[config.mk]
export PLATFORM = sky130hd
export DESIGN_NAME = uart_fifo_bridge_flat
export DESIGN_NICKNAME = d
export VERILOG_FILES = /design/src/rtl/uart_fifo_bridge_if.sv /design/src/rtl/uart_fifo_bridge.sv /design/src/flat_wrapper.sv
export SDC_FILE = /design/constraint.sdc
export NUM_CORES = 1
export LEC_CHECK = 0
export ABC_AREA = 1
export CAP_MARGIN = 15
export CORE_MARGIN = 2
export CORE_UTILIZATION = 67
export DETAILED_ROUTE_END_ITERATION = 8
export PLACE_DENSITY = 0.9
export RECOVER_POWER = 100
export SKIP_LAST_GASP = 1
export SLEW_MARGIN = 25
export SYNTH_ARGS = -nofsm -noshare
export SYNTH_HDL_FRONTEND = slang
export SYNTH_SLANG_ARGS = --single-unit
[constraint.sdc]
create_clock -name clk -period 5.5 [get_ports clk]
set_clock_uncertainty 0.15 [all_clocks]
set_input_delay 0.55 -clock clk [delete_from_list [all_inputs] [get_ports clk]]
set_output_delay 0.55 -clock clk [all_outputs]
set_load 0.02 [all_outputs]
[src/rtl/uart_fifo_bridge_if.sv]
// Core-side byte-FIFO port of the UART bridge: RX drain, TX push, busy and sticky error flags.
// The core drives the master side; the bridge implements the slave side.
interface uart_fifo_bridge_if;
   logic       uart_empty;
   logic [7:0] uart_in;
   logic       uart_rdreq;
   logic [7:0] uart_out;
   logic       uart_wrreq;
   logic       tx_busy;
   logic       rx_overflow;
   logic       tx_overflow;
   logic       frame_error;
   logic       err_clr;

   modport master (
      input  uart_empty, uart_in, tx_busy, rx_overflow, tx_overflow, frame_error,
      output uart_rdreq, uart_out, uart_wrreq, err_clr
   );

   modport slave (
      output uart_empty, uart_in, tx_busy, rx_overflow, tx_overflow, frame_error,
      input  uart_rdreq, uart_out, uart_wrreq, err_clr
   );
endinterface

[src/rtl/uart_fifo_bridge.sv]
// 8N1 UART bridge: RXD is deserialized into an RX byte FIFO drained by the core, and bytes
// the core pushes into a TX FIFO are serialized onto TXD, LSB first.

module uart_fifo_bridge_fifo #(
   parameter int AW = 4
) (
   input  logic       clk,
   input  logic       rst_n,
   input  logic       push,
   input  logic [7:0] din,
   input  logic       pop,
   output logic [7:0] head,
   output logic       empty,
   output logic       dropped
);
   localparam int          DEPTH = 1 << AW;
   localparam logic [AW:0] FULL  = {1'b1, {AW{1'b0}}};

   logic [7:0]    mem [DEPTH];
   logic [AW-1:0] wr_ptr, rd_ptr;
   logic [AW:0]   count;
   logic          do_push, do_pop;

   // A pop on a full FIFO frees the slot the simultaneous push needs.
   assign empty   = (count == '0);
   assign do_pop  = pop && !empty;
   assign do_push = push && ((count != FULL) || do_pop);
   assign dropped = push && !do_push;
   assign head    = mem[rd_ptr];

   // NOTE: the storage array has no reset; pointers and count alone define which entries are valid.
   always_ff @(posedge clk) begin
      if (do_push) mem[wr_ptr] <= din;
   end

   // NOTE: sequential state uses non-blocking assignments so every flop samples pre-edge values.
   always_ff @(posedge clk or negedge rst_n) begin
      if (!rst_n) begin
         wr_ptr <= '0;
         rd_ptr <= '0;
         count  <= '0;
      end else begin
         if (do_push) wr_ptr <= wr_ptr + 1'b1;
         if (do_pop)  rd_ptr <= rd_ptr + 1'b1;
         case ({do_push, do_pop})
            2'b10:   count <= count + 1'b1;
            2'b01:   count <= count - 1'b1;
            default: ;
         endcase
      end
   end
endmodule

module uart_fifo_bridge #(
   parameter int CLKS_PER_BIT = 434,
   parameter int FIFO_AW      = 4
) (
   input  logic              clk,
   input  logic              rst_n,
   input  logic              rxd,
   output logic              txd,
   uart_fifo_bridge_if.slave core
);
   localparam int            CW       = $clog2(CLKS_PER_BIT + 1);
   localparam logic [CW-1:0] HALF     = CW'(CLKS_PER_BIT / 2);
   localparam logic [CW-1:0] FULL_BIT = CW'(CLKS_PER_BIT);
   localparam logic [CW-1:0] LAST     = CW'(CLKS_PER_BIT - 1);

   typedef enum logic [1:0] {S_IDLE, S_START, S_DATA, S_STOP} uart_state_e;

   logic       rx_meta, rxs;
   logic       rx_push, rx_ferr, rx_drop, rx_empty;
   logic [7:0] rx_head;
   logic       tx_pop, tx_drop, tx_empty;
   logic [7:0] tx_head;

   uart_state_e   rx_state, rx_state_n;
   logic [CW-1:0] rx_cnt, rx_cnt_n;
   logic [2:0]    rx_bit, rx_bit_n;
   logic [7:0]    rx_sh, rx_sh_n;
   logic          rx_wait, rx_wait_n;

   uart_state_e   tx_state, tx_state_n;
   logic [CW-1:0] tx_cnt, tx_cnt_n;
   logic [2:0]    tx_bit, tx_bit_n;
   logic [7:0]    tx_sh, tx_sh_n;
   logic          txd_n;

   uart_fifo_bridge_fifo #(.AW(FIFO_AW)) u_rx_fifo (
      .clk(clk), .rst_n(rst_n), .push(rx_push), .din(rx_sh), .pop(core.uart_rdreq),
      .head(rx_head), .empty(rx_empty), .dropped(rx_drop)
   );

   uart_fifo_bridge_fifo #(.AW(FIFO_AW)) u_tx_fifo (
      .clk(clk), .rst_n(rst_n), .push(core.uart_wrreq), .din(core.uart_out), .pop(tx_pop),
      .head(tx_head), .empty(tx_empty), .dropped(tx_drop)
   );

   assign core.uart_empty = rx_empty;
   assign core.uart_in    = rx_empty ? 8'h00 : rx_head;
   assign core.tx_busy    = !tx_empty || (tx_state != S_IDLE);

   always_ff @(posedge clk or negedge rst_n) begin
      if (!rst_n) begin
         rx_meta <= 1'b1;
         rxs     <= 1'b1;
      end else begin
         rx_meta <= rxd;
         rxs     <= rx_meta;
      end
   end

   // rx_cnt counts clocks since the previous sample point; a frame that ends on a low stop bit
   // parks in STOP (rx_wait) until the line returns high.
   always_ff @(posedge clk or negedge rst_n) begin
      if (!rst_n) begin
         rx_state <= S_IDLE;
         rx_cnt   <= '0;
         rx_bit   <= '0;
         rx_sh    <= '0;
         rx_wait  <= 1'b0;
      end else begin
         rx_state <= rx_state_n;
         rx_cnt   <= rx_cnt_n;
         rx_bit   <= rx_bit_n;
         rx_sh    <= rx_sh_n;
         rx_wait  <= rx_wait_n;
      end
   end

   // NOTE: every always_comb output is given a default first, so no path can infer a latch.
   always_comb begin
      rx_state_n = rx_state;
      rx_cnt_n   = rx_cnt;
      rx_bit_n   = rx_bit;
      rx_sh_n    = rx_sh;
      rx_wait_n  = rx_wait;
      rx_push    = 1'b0;
      rx_ferr    = 1'b0;
      case (rx_state)
         S_IDLE: if (!rxs) begin
            rx_state_n = S_START;
            rx_cnt_n   = CW'(1);
         end
         S_START: if (rx_cnt == HALF) begin
            rx_cnt_n   = CW'(1);
            rx_bit_n   = '0;
            rx_state_n = rxs ? S_IDLE : S_DATA;
         end else rx_cnt_n = rx_cnt + 1'b1;
         S_DATA: if (rx_cnt == FULL_BIT) begin
            rx_cnt_n = CW'(1);
            rx_sh_n  = {rxs, rx_sh[7:1]};
            rx_bit_n = rx_bit + 1'b1;
            if (rx_bit == 3'd7) rx_state_n = S_STOP;
         end else rx_cnt_n = rx_cnt + 1'b1;
         S_STOP: if (rx_wait) begin
            if (rxs) begin
               rx_wait_n  = 1'b0;
               rx_state_n = S_IDLE;
            end
         end else if (rx_cnt == FULL_BIT) begin
            if (rxs) begin
               rx_push    = 1'b1;
               rx_state_n = S_IDLE;
            end else begin
               rx_ferr   = 1'b1;
               rx_wait_n = 1'b1;
            end
         end else rx_cnt_n = rx_cnt + 1'b1;
         default: rx_state_n = S_IDLE;
      endcase
   end

   // txd is registered from the current state, so the line lags the FSM by one clock.
   always_ff @(posedge clk or negedge rst_n) begin
      if (!rst_n) begin
         tx_state <= S_IDLE;
         tx_cnt   <= '0;
         tx_bit   <= '0;
         tx_sh    <= '0;
         txd      <= 1'b1;
      end else begin
         tx_state <= tx_state_n;
         tx_cnt   <= tx_cnt_n;
         tx_bit   <= tx_bit_n;
         tx_sh    <= tx_sh_n;
         txd      <= txd_n;
      end
   end

   always_comb begin
      tx_state_n = tx_state;
      tx_cnt_n   = tx_cnt;
      tx_bit_n   = tx_bit;
      tx_sh_n    = tx_sh;
      tx_pop     = 1'b0;
      case (tx_state)
         S_IDLE: if (!tx_empty) begin
            tx_pop     = 1'b1;
            tx_sh_n    = tx_head;
            tx_cnt_n   = '0;
            tx_state_n = S_START;
         end
         S_START: if (tx_cnt == LAST) begin
            tx_cnt_n   = '0;
            tx_bit_n   = '0;
            tx_state_n = S_DATA;
         end else tx_cnt_n = tx_cnt + 1'b1;
         S_DATA: if (tx_cnt == LAST) begin
            tx_cnt_n = '0;
            tx_sh_n  = {1'b0, tx_sh[7:1]};
            tx_bit_n = tx_bit + 1'b1;
            if (tx_bit == 3'd7) tx_state_n = S_STOP;
         end else tx_cnt_n = tx_cnt + 1'b1;
         S_STOP: if (tx_cnt == LAST) tx_state_n = S_IDLE;
                 else tx_cnt_n = tx_cnt + 1'b1;
         default: tx_state_n = S_IDLE;
      endcase
      case (tx_state)
         S_START: txd_n = 1'b0;
         S_DATA:  txd_n = tx_sh[0];
         default: txd_n = 1'b1;
      endcase
   end

   // Sticky flags: a set in the same cycle as err_clr wins.
   always_ff @(posedge clk or negedge rst_n) begin
      if (!rst_n) begin
         core.rx_overflow <= 1'b0;
         core.tx_overflow <= 1'b0;
         core.frame_error <= 1'b0;
      end else begin
         if (rx_drop)           core.rx_overflow <= 1'b1;
         else if (core.err_clr) core.rx_overflow <= 1'b0;
         if (tx_drop)           core.tx_overflow <= 1'b1;
         else if (core.err_clr) core.tx_overflow <= 1'b0;
         if (rx_ferr)           core.frame_error <= 1'b1;
         else if (core.err_clr) core.frame_error <= 1'b0;
      end
   end
endmodule

[src/flat_wrapper.sv]
// flat-port wrapper written by rule: the top's interface ports become plain ports
module uart_fifo_bridge_flat 
#(
   parameter int CLKS_PER_BIT = 434,
   parameter int FIFO_AW      = 4
)
  (clk, rst_n, rxd, txd, core_uart_empty, core_uart_in, core_tx_busy, core_rx_overflow, core_tx_overflow, core_frame_error, core_uart_rdreq, core_uart_out, core_uart_wrreq, core_err_clr);
  uart_fifo_bridge_if core_i ();
  input  logic clk;
  input  logic rst_n;
  input  logic rxd;
  output logic txd;
  output wire logic [$bits(core_i.uart_empty)-1:0] core_uart_empty;
  output wire logic [$bits(core_i.uart_in)-1:0] core_uart_in;
  output wire logic [$bits(core_i.tx_busy)-1:0] core_tx_busy;
  output wire logic [$bits(core_i.rx_overflow)-1:0] core_rx_overflow;
  output wire logic [$bits(core_i.tx_overflow)-1:0] core_tx_overflow;
  output wire logic [$bits(core_i.frame_error)-1:0] core_frame_error;
  input wire logic [$bits(core_i.uart_rdreq)-1:0] core_uart_rdreq;
  input wire logic [$bits(core_i.uart_out)-1:0] core_uart_out;
  input wire logic [$bits(core_i.uart_wrreq)-1:0] core_uart_wrreq;
  input wire logic [$bits(core_i.err_clr)-1:0] core_err_clr;
  assign core_uart_empty = core_i.uart_empty;
  assign core_uart_in = core_i.uart_in;
  assign core_tx_busy = core_i.tx_busy;
  assign core_rx_overflow = core_i.rx_overflow;
  assign core_tx_overflow = core_i.tx_overflow;
  assign core_frame_error = core_i.frame_error;
  assign core_i.uart_rdreq = core_uart_rdreq;
  assign core_i.uart_out = core_uart_out;
  assign core_i.uart_wrreq = core_uart_wrreq;
  assign core_i.err_clr = core_err_clr;
  uart_fifo_bridge #(.CLKS_PER_BIT(CLKS_PER_BIT), .FIFO_AW(FIFO_AW)) u_core (.clk(clk), .rst_n(rst_n), .rxd(rxd), .txd(txd), .core(core_i));
endmodule
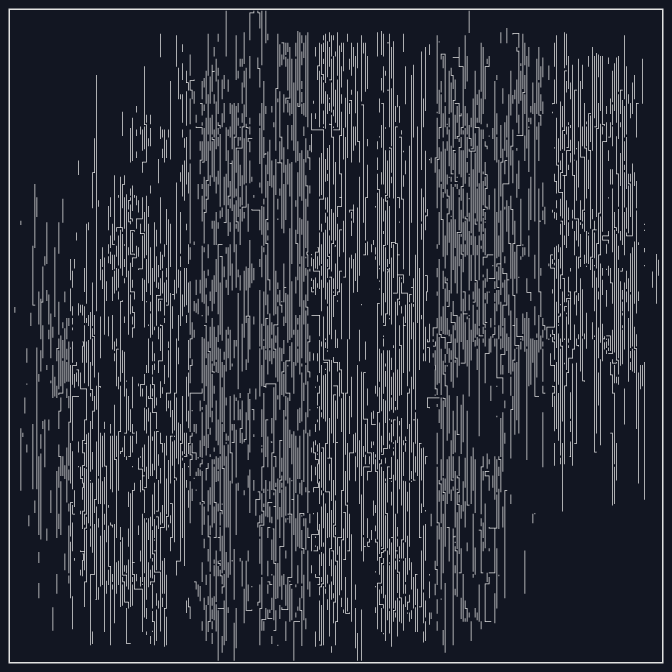
Fig. 1. Met2 routing.
main direction = vertical
share of all routed wire = 49%
final wirelength: 32,000 um
via count: 9,916

==> results.py <==
# Generated from Yosys and OpenROAD reports
metrics = {
    "worst_setup_path": {
        "critPathTopFamily": "buffers and inverters",
        "critPathBufInv": 2,
        "slowest_delay_ps": 850,
        "r2r-start": "u_core.u_tx_fifo.rd_ptr[1]",
        "cp-start-kind": "register",
        "path_class": "register to output pin",
        "path_common_cell": "nor2_1",
        "endpoint_kind": "output pin",
        "timing.rr.end": "u_core.tx_sh[2]",
    },
    "pwr": {
        "clock_net_power_mw": 2.24,
        "pg_seq_mw": 3.17,
        "power_frac_clock": 0.281,
        "ir_drop_uv": 350,
        "sequentialPowerShare": 0.398,
        "comb-power_mw": 2.56,
    },
    "drt": {
        "drtAntennaViolNets": 0,
        "wl_met3_um": 3280,
        "drc": 1,
        "dr.pass1.iters": 7,
    },
    "global_route": {
        "track_usage": 0.291,
        "grt_pass1_wl_um": 50700,
        "grt_max_degree": 76,
        "grt_overflow": 0,
        "grt-busiest-layer": "met2",
        "grt_use_met3": 0.0533,
        "first_global_vias": 9731,
    },
    "logic_synthesis": {
        "simple_gate_share": 0.128,
        "ys_types": 45,
        "edf_count": 256,
        "synthArstFlopShare": 0.231,
        "netlist.area_leader.share": 0.534,
        "aoi_share": 0.116,
        "adder_share": 0.0309,
    },
    "cells_and_area": {
        "buf_share": 0.0197,
        "drive_gt1_frac": 0.0681,
        "comb_share": 0.260,
        "top_area_cell_class": "sequential cells",
        "final_cells": 1568,
        "fillerInstances": 1209,
        "ff_count": 333,
        "inverters_excl_clock": 95,
        "layout_top_cells": "edfxtp_1 (256), nor2_1 (217), o21ai_0 (167), nand2_1 (115), inv_1 (83)",
        "clock_area_frac": 0.0692,
        "register_area_um2": 9620,
        "synthToLayoutAreaGrowth_pct": 10.1,
    },
    "cts": {
        "cts.sinks": 333,
        "cts_buffers": 34,
        "cts_tree": "done",
        "post_cts_buffers": 0,
        "clock_tree.buffer_depth": 3,
    },
    "flow_run": {
        "drv_cap": 1,
    },
    "die": {
        "io_pins": 28,
        "dieArea_um2": 22700,
        "row_count": 53,
        "die_h_um": 151,
    },
    "run_status": {
        "outcome": "complete, but fails checks",
        "violations": "design-rule violations, max-capacitance violations, max-slew violations",
    },
    "final_timing": {
        "hold_viol": 0,
        "slew_violations": 36,
        "period_minus_slack_ps": 4470,
        "max_clock_freq_ghz": 0.224,
        "worstMarginPinSlew_ps": 1560,
    },
    "place": {
        "placed_area_um2": 14800,
    },
}
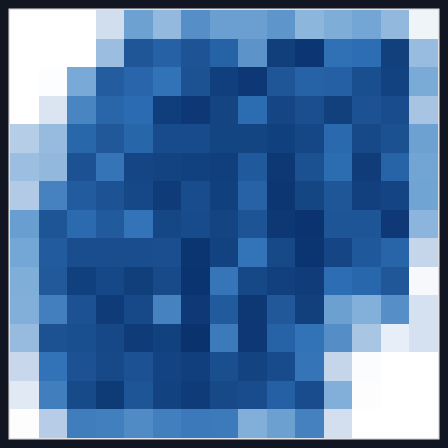
Fig. 2. Cell area per tile.
15 x 15 tiles, from white (low) to dark blue (high), 0 to 100% covered.
emptiest ninth of the die = south-east
tiles over 75% full = 59%
densest ninth of the die = center
fullest tile = 99%
nearly empty tiles = 8.4%
core area: 21,100 um2
FP Core Util: 0.683
Util after Layout: 0.751

-- per-stage QoR --
step,hold slack (ps),utilization,power (mW),worst slack [ps]
floorplan,104,-,4.98,3180
CTS,216,0.755,7.97,1220
detailed placement,208,0.703,5.70,1790
global route,217,0.751,8.39,859
finish,217,0.751,7.97,1030
global placement,207,0.703,5.55,1930
-- how the worst max path moves through the flow --
stage                                           from         endpoint  slack [ps]  cells after the start
after floorplan           u_core.u_rx_fifo.rd_ptr[0]  core_uart_in[6]        3180                     10
after global placement    u_core.u_rx_fifo.rd_ptr[1]  core_uart_in[3]        1930                      8
after detailed placement  u_core.u_rx_fifo.rd_ptr[1]  core_uart_in[6]        1790                      8
after CTS                 u_core.u_rx_fifo.rd_ptr[1]  core_uart_in[6]        1220                      8
after global routing      u_core.u_rx_fifo.rd_ptr[1]  core_uart_in[6]         860                      8
final                     u_core.u_rx_fifo.rd_ptr[1]  core_uart_in[7]        1030                      8
-- flip-flops by register name (all words and copies together), names as in the netlist, named ones only --
name / count
u_core.u_rx_fifo.mem: 128
u_core.u_tx_fifo.mem: 128
u_core.rx_cnt: 9
u_core.tx_cnt: 9
u_core.rx_sh: 8
u_core.tx_sh: 8
u_core.u_rx_fifo.count: 5
u_core.u_tx_fifo.count: 5
u_core.u_rx_fifo.rd_ptr: 4
u_core.u_rx_fifo.wr_ptr: 4
u_core.u_tx_fifo.rd_ptr: 4
u_core.u_tx_fifo.wr_ptr: 4
u_core.rx_bit: 3
u_core.tx_bit: 3
u_core.tx_state: 2
u_core.core.frame_error: 1
u_core.core.rx_overflow: 1
u_core.core.tx_overflow: 1
u_core.rx_meta: 1
u_core.rx_state: 1
u_core.rx_wait: 1
u_core.rxs: 1
u_core.txd: 1
No activity file was given, so power comes from the tool's default toggle rates.
